### Signal wires on met1

Bar = 20 um.
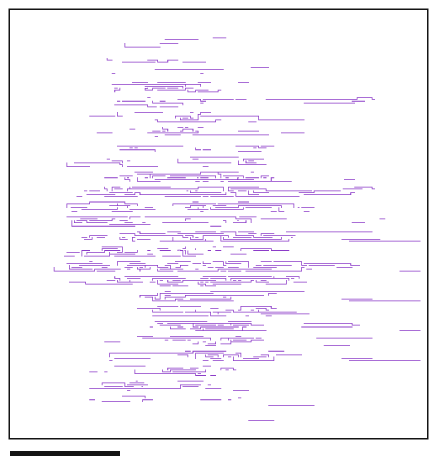
### Metal 2

Bar = 20 um.
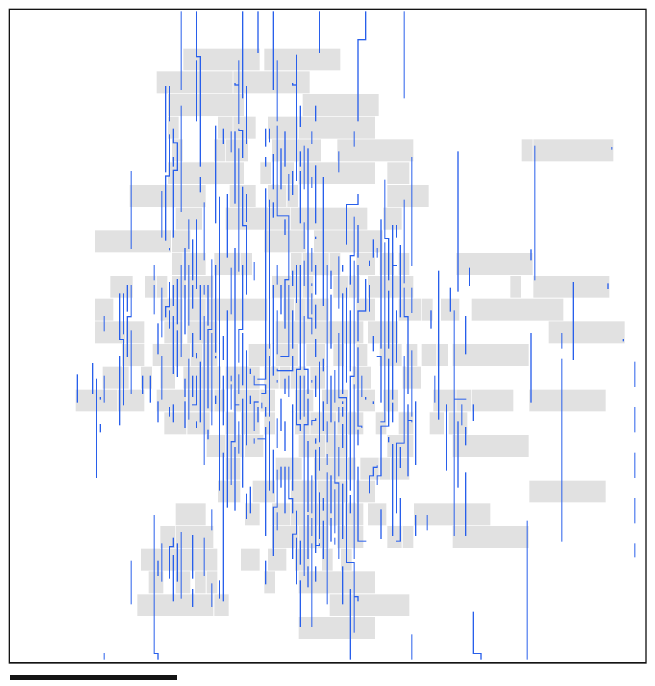
### Signal wires on met3

Bar = 20 um.
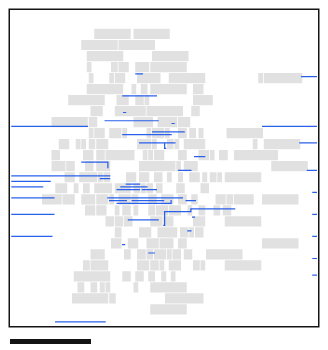
### Cell density map

The die is cut into 8 by 8 equal tiles; white is low, dark blue is high, 0 to 100% covered.
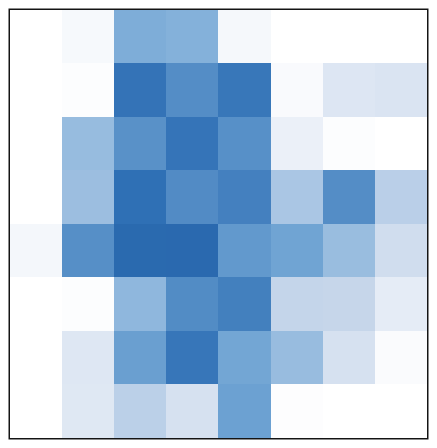
### Congestion heat map

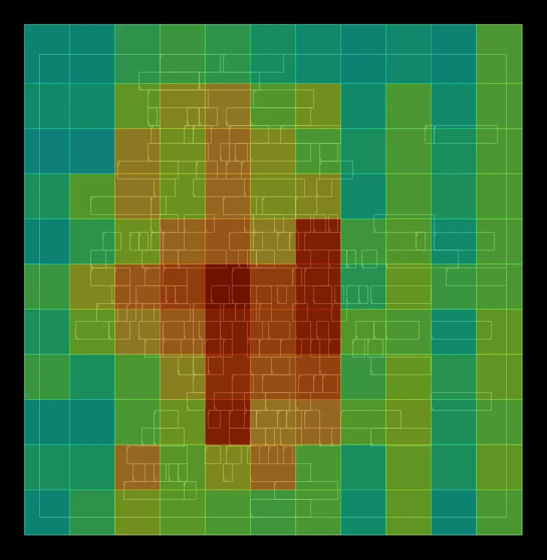
`src/rtl/cpu_sequencer_pkg.sv`:
```
// Shared types and encodings for the simple-CPU sequencer: state enum,
// instruction fields, datapath select codes and the per-state output decode.
package cpu_pkg;

    typedef enum logic [4:0] {
        S_RST,
        S_IF1,
        S_IF_WAIT,
        S_IF2,
        S_UPC,
        S_WAIT_S,
        S_DECODE,
        S_WR_IMM,
        S_RD_RN,
        S_RD_RM,
        S_EXEC,
        S_WR_RD,
        S_CMP_S,
        S_ADDR,
        S_LD_ADDR,
        S_MEM_RD,
        S_WR_MEM,
        S_RD_RD,
        S_PASS,
        S_MEM_WR,
        S_HALT,
        S_ILLEGAL
    } state_e;

    localparam logic [2:0] OPC_MOV  = 3'b110;
    localparam logic [2:0] OPC_ALU  = 3'b101;
    localparam logic [2:0] OPC_LDR  = 3'b011;
    localparam logic [2:0] OPC_STR  = 3'b100;
    localparam logic [2:0] OPC_HALT = 3'b111;

    localparam logic [1:0] OP_ADD     = 2'b00;
    localparam logic [1:0] OP_CMP     = 2'b01;
    localparam logic [1:0] OP_AND     = 2'b10;
    localparam logic [1:0] OP_MVN     = 2'b11;
    localparam logic [1:0] OP_MOV_IMM = 2'b10;
    localparam logic [1:0] OP_MOV_REG = 2'b00;
    localparam logic [1:0] OP_MEM     = 2'b00;

    localparam logic [2:0] NSEL_NONE = 3'b000;
    localparam logic [2:0] NSEL_RN   = 3'b100;
    localparam logic [2:0] NSEL_RD   = 3'b010;
    localparam logic [2:0] NSEL_RM   = 3'b001;

    localparam logic [1:0] VSEL_MDATA  = 2'b00;
    localparam logic [1:0] VSEL_SXIMM8 = 2'b01;
    localparam logic [1:0] VSEL_PC     = 2'b10;
    localparam logic [1:0] VSEL_C      = 2'b11;

    localparam logic [1:0] MEM_NONE  = 2'b00;
    localparam logic [1:0] MEM_READ  = 2'b01;
    localparam logic [1:0] MEM_WRITE = 2'b10;

    typedef struct packed {
        logic       w;
        logic [2:0] nsel;
        logic [1:0] vsel;
        logic       write;
        logic       loada;
        logic       loadb;
        logic       loadc;
        logic       loads;
        logic       asel;
        logic       bsel;
        logic       load_ir;
        logic       load_pc;
        logic       reset_pc;
        logic       load_addr;
        logic       addr_sel;
        logic [1:0] mem_cmd;
        logic       illegal;
        logic       halted;
    } ctrl_t;

    // a_zero selects the zero A-input in EXEC for the single-operand ops.
    function automatic ctrl_t ctrl_for(state_e st, logic a_zero);
        ctrl_t c;
        c = '0;
        case (st)
            S_RST: begin
                c.reset_pc = 1'b1;
                c.load_pc  = 1'b1;
            end
            S_IF1, S_IF_WAIT: begin
                c.addr_sel = 1'b1;
                c.mem_cmd  = MEM_READ;
            end
            S_IF2: begin
                c.addr_sel = 1'b1;
                c.mem_cmd  = MEM_READ;
                c.load_ir  = 1'b1;
            end
            S_UPC:    c.load_pc = 1'b1;
            S_WAIT_S: c.w = 1'b1;
            S_WR_IMM: begin
                c.nsel  = NSEL_RN;
                c.vsel  = VSEL_SXIMM8;
                c.write = 1'b1;
            end
            S_RD_RN: begin
                c.nsel  = NSEL_RN;
                c.loada = 1'b1;
            end
            S_RD_RM: begin
                c.nsel  = NSEL_RM;
                c.loadb = 1'b1;
            end
            S_EXEC: begin
                c.loadc = 1'b1;
                c.asel  = a_zero;
            end
            S_WR_RD: begin
                c.nsel  = NSEL_RD;
                c.vsel  = VSEL_C;
                c.write = 1'b1;
            end
            S_CMP_S: c.loads = 1'b1;
            S_ADDR: begin
                c.bsel  = 1'b1;
                c.loadc = 1'b1;
            end
            S_LD_ADDR: c.load_addr = 1'b1;
            S_MEM_RD:  c.mem_cmd = MEM_READ;
            S_WR_MEM: begin
                c.mem_cmd = MEM_READ;
                c.nsel    = NSEL_RD;
                c.vsel    = VSEL_MDATA;
                c.write   = 1'b1;
            end
            S_RD_RD: begin
                c.nsel  = NSEL_RD;
                c.loadb = 1'b1;
            end
            S_PASS: begin
                c.asel  = 1'b1;
                c.loadc = 1'b1;
            end
            S_MEM_WR: c.mem_cmd = MEM_WRITE;
            S_HALT: begin
                c.halted = 1'b1;
                c.w      = 1'b1;
            end
            S_ILLEGAL: c.illegal = 1'b1;
            default: ;
        endcase
        return c;
    endfunction

endpackage

```
`src/rtl/cpu_sequencer_if.sv`:
```
// Control bundle between the sequencer (master) and the IR decoder/datapath (slave).
interface cpu_sequencer_if;
    logic       s;
    logic [2:0] opcode;
    logic [1:0] op;
    logic       w;
    logic [2:0] nsel;
    logic [1:0] vsel;
    logic       write;
    logic       loada;
    logic       loadb;
    logic       loadc;
    logic       loads;
    logic       asel;
    logic       bsel;
    logic       load_ir;
    logic       load_pc;
    logic       reset_pc;
    logic       load_addr;
    logic       addr_sel;
    logic [1:0] mem_cmd;
    logic       illegal;
    logic       halted;

    modport master (
        input  s, opcode, op,
        output w, nsel, vsel, write, loada, loadb, loadc, loads, asel, bsel,
               load_ir, load_pc, reset_pc, load_addr, addr_sel, mem_cmd,
               illegal, halted
    );

    modport slave (
        output s, opcode, op,
        input  w, nsel, vsel, write, loada, loadb, loadc, loads, asel, bsel,
               load_ir, load_pc, reset_pc, load_addr, addr_sel, mem_cmd,
               illegal, halted
    );
endinterface

```
`src/rtl/cpu_sequencer.sv`:
```
// Multi-cycle Moore sequencer: fetch, PC update, optional single-step pause,
// then per-instruction execute sequences for MOV/ALU/LDR/STR/HALT.
module cpu_sequencer
    import cpu_pkg::*;
#(
    parameter int unsigned MEM_RD_LAT = 1,
    parameter bit          STEP_MODE  = 1'b0
) (
    input  logic           clk,
    input  logic           reset,
    cpu_sequencer_if.master bus
);

    localparam logic [1:0] IF_WAIT_INIT = 2'((MEM_RD_LAT > 1) ? (MEM_RD_LAT - 2) : 0);
    localparam logic [1:0] MEM_RD_INIT  = 2'(MEM_RD_LAT - 1);

    state_e     st_q, st_d;
    logic [1:0] cnt_q, cnt_d;
    ctrl_t      ctrl_q;

    logic is_ldst, is_ldr, is_cmp, a_zero;

    assign is_ldr  = (bus.opcode == OPC_LDR);
    assign is_ldst = is_ldr || (bus.opcode == OPC_STR);
    assign is_cmp  = (bus.opcode == OPC_ALU) && (bus.op == OP_CMP);
    assign a_zero  = ((bus.opcode == OPC_MOV) && (bus.op == OP_MOV_REG)) ||
                     ((bus.opcode == OPC_ALU) && (bus.op == OP_MVN));

    always_comb begin
        st_d  = st_q;
        cnt_d = cnt_q;
        case (st_q)
            S_RST: st_d = S_IF1;
            S_IF1: begin
                if (MEM_RD_LAT > 1) begin
                    st_d  = S_IF_WAIT;
                    cnt_d = IF_WAIT_INIT;
                end else begin
                    st_d = S_IF2;
                end
            end
            S_IF_WAIT: begin
                if (cnt_q == '0) st_d = S_IF2;
                else             cnt_d = cnt_q - 2'd1;
            end
            S_IF2:    st_d = S_UPC;
            S_UPC:    st_d = STEP_MODE ? S_WAIT_S : S_DECODE;
            S_WAIT_S: if (bus.s) st_d = S_DECODE;
            S_DECODE: begin
                if (bus.opcode == OPC_HALT) begin
                    st_d = S_HALT;
                end else begin
                    case ({bus.opcode, bus.op})
                        {OPC_MOV, OP_MOV_IMM}:                    st_d = S_WR_IMM;
                        {OPC_MOV, OP_MOV_REG}, {OPC_ALU, OP_MVN}: st_d = S_RD_RM;
                        {OPC_ALU, OP_ADD}, {OPC_ALU, OP_CMP}, {OPC_ALU, OP_AND},
                        {OPC_LDR, OP_MEM}, {OPC_STR, OP_MEM}:     st_d = S_RD_RN;
                        default:                                  st_d = S_ILLEGAL;
                    endcase
                end
            end
            S_RD_RN:   st_d = is_ldst ? S_ADDR : S_RD_RM;
            S_RD_RM:   st_d = is_cmp ? S_CMP_S : S_EXEC;
            S_EXEC:    st_d = S_WR_RD;
            S_ADDR:    st_d = S_LD_ADDR;
            S_LD_ADDR: begin
                if (is_ldr) begin
                    st_d  = S_MEM_RD;
                    cnt_d = MEM_RD_INIT;
                end else begin
                    st_d = S_RD_RD;
                end
            end
            S_MEM_RD: begin
                if (cnt_q == '0) st_d = S_WR_MEM;
                else             cnt_d = cnt_q - 2'd1;
            end
            S_RD_RD: st_d = S_PASS;
            S_PASS:  st_d = S_MEM_WR;
            S_HALT:  st_d = S_HALT;
            S_WR_IMM, S_WR_RD, S_CMP_S, S_WR_MEM, S_MEM_WR, S_ILLEGAL: st_d = S_IF1;
            default: st_d = S_IF1;
        endcase
    end

    // Outputs are registered from the next state so they always match st_q.
    always_ff @(posedge clk or negedge reset) begin
        if (!reset) begin
            st_q   <= S_RST;
            cnt_q  <= '0;
            ctrl_q <= ctrl_for(S_RST, 1'b0);
        end else begin
            st_q   <= st_d;
            cnt_q  <= cnt_d;
            ctrl_q <= ctrl_for(st_d, a_zero);
        end
    end

    assign bus.w         = ctrl_q.w;
    assign bus.nsel      = ctrl_q.nsel;
    assign bus.vsel      = ctrl_q.vsel;
    assign bus.write     = ctrl_q.write;
    assign bus.loada     = ctrl_q.loada;
    assign bus.loadb     = ctrl_q.loadb;
    assign bus.loadc     = ctrl_q.loadc;
    assign bus.loads     = ctrl_q.loads;
    assign bus.asel      = ctrl_q.asel;
    assign bus.bsel      = ctrl_q.bsel;
    assign bus.load_ir   = ctrl_q.load_ir;
    assign bus.load_pc   = ctrl_q.load_pc;
    assign bus.reset_pc  = ctrl_q.reset_pc;
    assign bus.load_addr = ctrl_q.load_addr;
    assign bus.addr_sel  = ctrl_q.addr_sel;
    assign bus.mem_cmd   = ctrl_q.mem_cmd;
    assign bus.illegal   = ctrl_q.illegal;
    assign bus.halted    = ctrl_q.halted;

endmodule
```
`src/flat_wrapper.sv`:
```
// flat-port wrapper written by rule: the top's interface ports become plain ports
module cpu_sequencer_flat import cpu_pkg::*;
#(
    parameter int unsigned MEM_RD_LAT = 1,
    parameter bit          STEP_MODE  = 1'b0
)
  (clk, reset, bus_s, bus_opcode, bus_op, bus_w, bus_nsel, bus_vsel, bus_write, bus_loada, bus_loadb, bus_loadc, bus_loads, bus_asel, bus_bsel, bus_load_ir, bus_load_pc, bus_reset_pc, bus_load_addr, bus_addr_sel, bus_mem_cmd, bus_illegal, bus_halted);
  cpu_sequencer_if bus_i ();
  input  logic clk;
  input  logic reset;
  input wire logic [$bits(bus_i.s)-1:0] bus_s;
  input wire logic [$bits(bus_i.opcode)-1:0] bus_opcode;
  input wire logic [$bits(bus_i.op)-1:0] bus_op;
  output wire logic [$bits(bus_i.w)-1:0] bus_w;
  output wire logic [$bits(bus_i.nsel)-1:0] bus_nsel;
  output wire logic [$bits(bus_i.vsel)-1:0] bus_vsel;
  output wire logic [$bits(bus_i.write)-1:0] bus_write;
  output wire logic [$bits(bus_i.loada)-1:0] bus_loada;
  output wire logic [$bits(bus_i.loadb)-1:0] bus_loadb;
  output wire logic [$bits(bus_i.loadc)-1:0] bus_loadc;
  output wire logic [$bits(bus_i.loads)-1:0] bus_loads;
  output wire logic [$bits(bus_i.asel)-1:0] bus_asel;
  output wire logic [$bits(bus_i.bsel)-1:0] bus_bsel;
  output wire logic [$bits(bus_i.load_ir)-1:0] bus_load_ir;
  output wire logic [$bits(bus_i.load_pc)-1:0] bus_load_pc;
  output wire logic [$bits(bus_i.reset_pc)-1:0] bus_reset_pc;
  output wire logic [$bits(bus_i.load_addr)-1:0] bus_load_addr;
  output wire logic [$bits(bus_i.addr_sel)-1:0] bus_addr_sel;
  output wire logic [$bits(bus_i.mem_cmd)-1:0] bus_mem_cmd;
  output wire logic [$bits(bus_i.illegal)-1:0] bus_illegal;
  output wire logic [$bits(bus_i.halted)-1:0] bus_halted;
  assign bus_i.s = bus_s;
  assign bus_i.opcode = bus_opcode;
  assign bus_i.op = bus_op;
  assign bus_w = bus_i.w;
  assign bus_nsel = bus_i.nsel;
  assign bus_vsel = bus_i.vsel;
  assign bus_write = bus_i.write;
  assign bus_loada = bus_i.loada;
  assign bus_loadb = bus_i.loadb;
  assign bus_loadc = bus_i.loadc;
  assign bus_loads = bus_i.loads;
  assign bus_asel = bus_i.asel;
  assign bus_bsel = bus_i.bsel;
  assign bus_load_ir = bus_i.load_ir;
  assign bus_load_pc = bus_i.load_pc;
  assign bus_reset_pc = bus_i.reset_pc;
  assign bus_load_addr = bus_i.load_addr;
  assign bus_addr_sel = bus_i.addr_sel;
  assign bus_mem_cmd = bus_i.mem_cmd;
  assign bus_illegal = bus_i.illegal;
  assign bus_halted = bus_i.halted;
  cpu_sequencer #(.MEM_RD_LAT(MEM_RD_LAT), .STEP_MODE(STEP_MODE)) u_core (.clk(clk), .reset(reset), .bus(bus_i));
endmodule
```
`config.mk`:
```
export PLATFORM = sky130hd
export DESIGN_NAME = cpu_sequencer_flat
export DESIGN_NICKNAME = d
export VERILOG_FILES = /design/src/rtl/cpu_sequencer_pkg.sv /design/src/rtl/cpu_sequencer_if.sv /design/src/rtl/cpu_sequencer.sv /design/src/flat_wrapper.sv
export SDC_FILE = /design/constraint.sdc
export NUM_CORES = 1
export LEC_CHECK = 0
export ABC_AREA = 0
export CORE_AREA = 2 2 74 76
export CTS_CLUSTER_SIZE = 16
export DETAILED_ROUTE_END_ITERATION = 7
export DIE_AREA = 0 0 76 78
export DONT_BUFFER_PORTS = 1
export PLACE_DENSITY = 0.53
export SLEW_MARGIN = 15
export SYNTH_ARGS = -nofsm -noshare
export SYNTH_HDL_FRONTEND = slang
export SYNTH_SLANG_ARGS = --single-unit
```
`constraint.sdc`:
```
create_clock -name clk -period 2.8 [get_ports clk]
set_input_delay 0.28 -clock clk [delete_from_list [all_inputs] [get_ports clk]]
set_output_delay 0.28 -clock clk [all_outputs]
set_load 0.005 [all_outputs]
```
==> flow_summary.yaml <==
# yosys + openroad results
layout:
  syn2layout_area_growth_pct: 9.75
  antenna_cells: 0
  layout.cell_area.non_filler_sq_mm: 0.00190
  final_layout_top_logic_cell: "dfrtp_1"
  lay_top_cells: "dfrtp_1, nor2_1, nand2_1"
  drive_gt1_frac: 0.130
  largest_reg_flops: 5
  top_register: "u_core.st_q"
min_path:
  hold_path_class: "input port to flop"
  worst_hold_startpoint: "bus_opcode[1]"
synthesis:
  ys_async_sr_fraction: 1.00
  netlist_logic_family_top: "simple AND/OR/NAND/NOR gates"
  synth-cells-yosys: 187
  compound_area_frac: 0.191
  postSynthAreaPerCell_sq_um: 9.27
  post_synth_xor_area_fraction: 0
  yosys_area_sq_mm: 0.00173
  post_synth_instance_area_sq_mm: 0.00173
  synth_flops: 29
  synthesis.nets: 196
clock_network:
  clock_insertion_delay_worst_skew_ps: 290
  numCtsBuffers: 5
  cts_tree: "built"
  path_clk_slew_ps: 70
pwr:
  p_leak_uw: 0.000797
  power.share.switching: 0.431
  p_total_uw: 2040
  p_sw_uw: 879
  powerSeq_uw: 690
  power.share.clock: 0.215
die:
  die_height_um: 78
  die.size.x_um: 76
  rows: 26
  num_io_pins: 30
sta:
  fin_tns_setup_ps: 0
  final.setup_skew_ps: 9.59
  final-max-slew-violation-count: 0
  timing.final.hold_violations: 0
  maxSlewHeadroom: 0.629
  post-route-min-period_ps: 2380
  timing.final.ws_setup_ps: 421
  grt_setup_unrepaired: "false"
run_status:
  status: "finished, final reports clean"
job:
  cap_viol_max_count: 0
  warnings: 26
route:
  route.top_layer_used: "met4"
  drc: 0
  routed_via_density: 5.73
  wl_met3_um: 295
  routedLengthMet1_mm: 1.91
  wl_met2_mm: 2.03
critical_path:
  path_max_fanout: 21
  cp-start-kind: "flop"
  worst-r2r-setup-slack_ps: 420
  timing.rr.end: "u_core.bus.mem_cmd[0]"
  cp_data_arrival_time_ps: 2550
placement:
  placed_cells_incl_taps: 245
  place_hpwl_mm: 3.19
  worst_setup_slack_before_clock_tree_synthesis_ps: 482
  placement.cell_area_sq_mm: 0.00176
grt:
  first_global_vias: 1382
  grt_antenna_before_repair: 0
  grt_first_pass_wirelength_mm: 7.11
Notes on 'Signal wires on met1' above:
longest straight run: 17.9 um
main direction: horizontal
wire length on this layer: 1910 um
Post-Route WL: 4.40 mm
fraction of met1 tracks used by global routing: 0.195
routed vias: 1462

Notes on 'Metal 2' above:
longest straight run: 35.0 um
nets with wire on the layer: 171
met2 Resource Use GR: 0.233

Notes on 'Signal wires on met3' above:
nets with wire on the layer: 35
longest straight run: 24.1 um
routing usage on met3: 0.0488

Notes on 'Cell density map' above:
tiles over 75% full: 3.1%
nearly empty tiles: 27%
mean over tiles: 31%
standard cell core area: 0.00504 sq mm
core utilization at floorplan: 0.344
share of the core filled with cells: 0.377

Notes on 'Congestion heat map' above:
layer carrying the most global-route usage: met2
aggregate global-route resource usage: 0.155
routed length per instance: 17.2 um

==> cell usage after synthesis (3+ instances only) <==
library cell   n  area share
buf_2          9       0.026
dfrtp_1       27        0.39
or3_1          3       0.011
nor2_1        20       0.043
nand4b_1       3       0.015
nand3_1        5       0.014
nor2b_1        7       0.025
o21ai_0        7       0.020
inv_1          8       0.017
a21oi_1        8       0.023
mux2i_1        3       0.017
nor3b_1        3       0.013
nand3b_1       4       0.017
nor3_1         5       0.014
nand2_1       10       0.022
nor4_1         3       0.011
nand2b_1       5       0.018
==> final cells by class <==
class | instances | area [sq um] | share of cell area
sequential | 29 | 728 | 0.383
tap | 70 | 87.6 | 0.0461
timing repair buffer | 4 | 45.0 | 0.0237
multi-input combinational | 135 | 892 | 0.469
clock inverter | 3 | 46.3 | 0.0243
clock buffer | 5 | 68.8 | 0.0362
inverter | 9 | 33.8 | 0.0178
==> worst max-delay path: stages, from the launching register on <==
cell      delay, ps
dfrtp_1         700
nand2b_1        380
or3_1           220
o21ai_0         160
a311oi_2        400
o21ai_1         100
a221o_1         310
==> worst max path at each step <==
| stage | endpoint | slack (ps) | start |
|---|---|---|---|
| 6_report | u_core.bus.mem_cmd[0] | 420 | u_core.st_q[2] |
| 4_1_cts | u_core.bus.loadb | 450 | u_core.st_q[2] |
| 2_1_floorplan | u_core.bus.mem_cmd[0] | 880 | u_core.cnt_q[0] |
| 3_3_place_gp | u_core.bus.loadb | 390 | u_core.st_q[2] |
| 3_5_place_dp | u_core.bus.mem_cmd[0] | 480 | u_core.st_q[2] |
| 5_1_grt | u_core.bus.mem_cmd[0] | 150 | u_core.st_q[2] |
==> what timing repair did <==
action	CTS	global route
setup buffers	0	0
gates resized	0	0
hold buffers	2	0
setup endpoints to repair	0	0
endpoints found under the hold margin	29	0
Power and IR drop assume default switching activity.
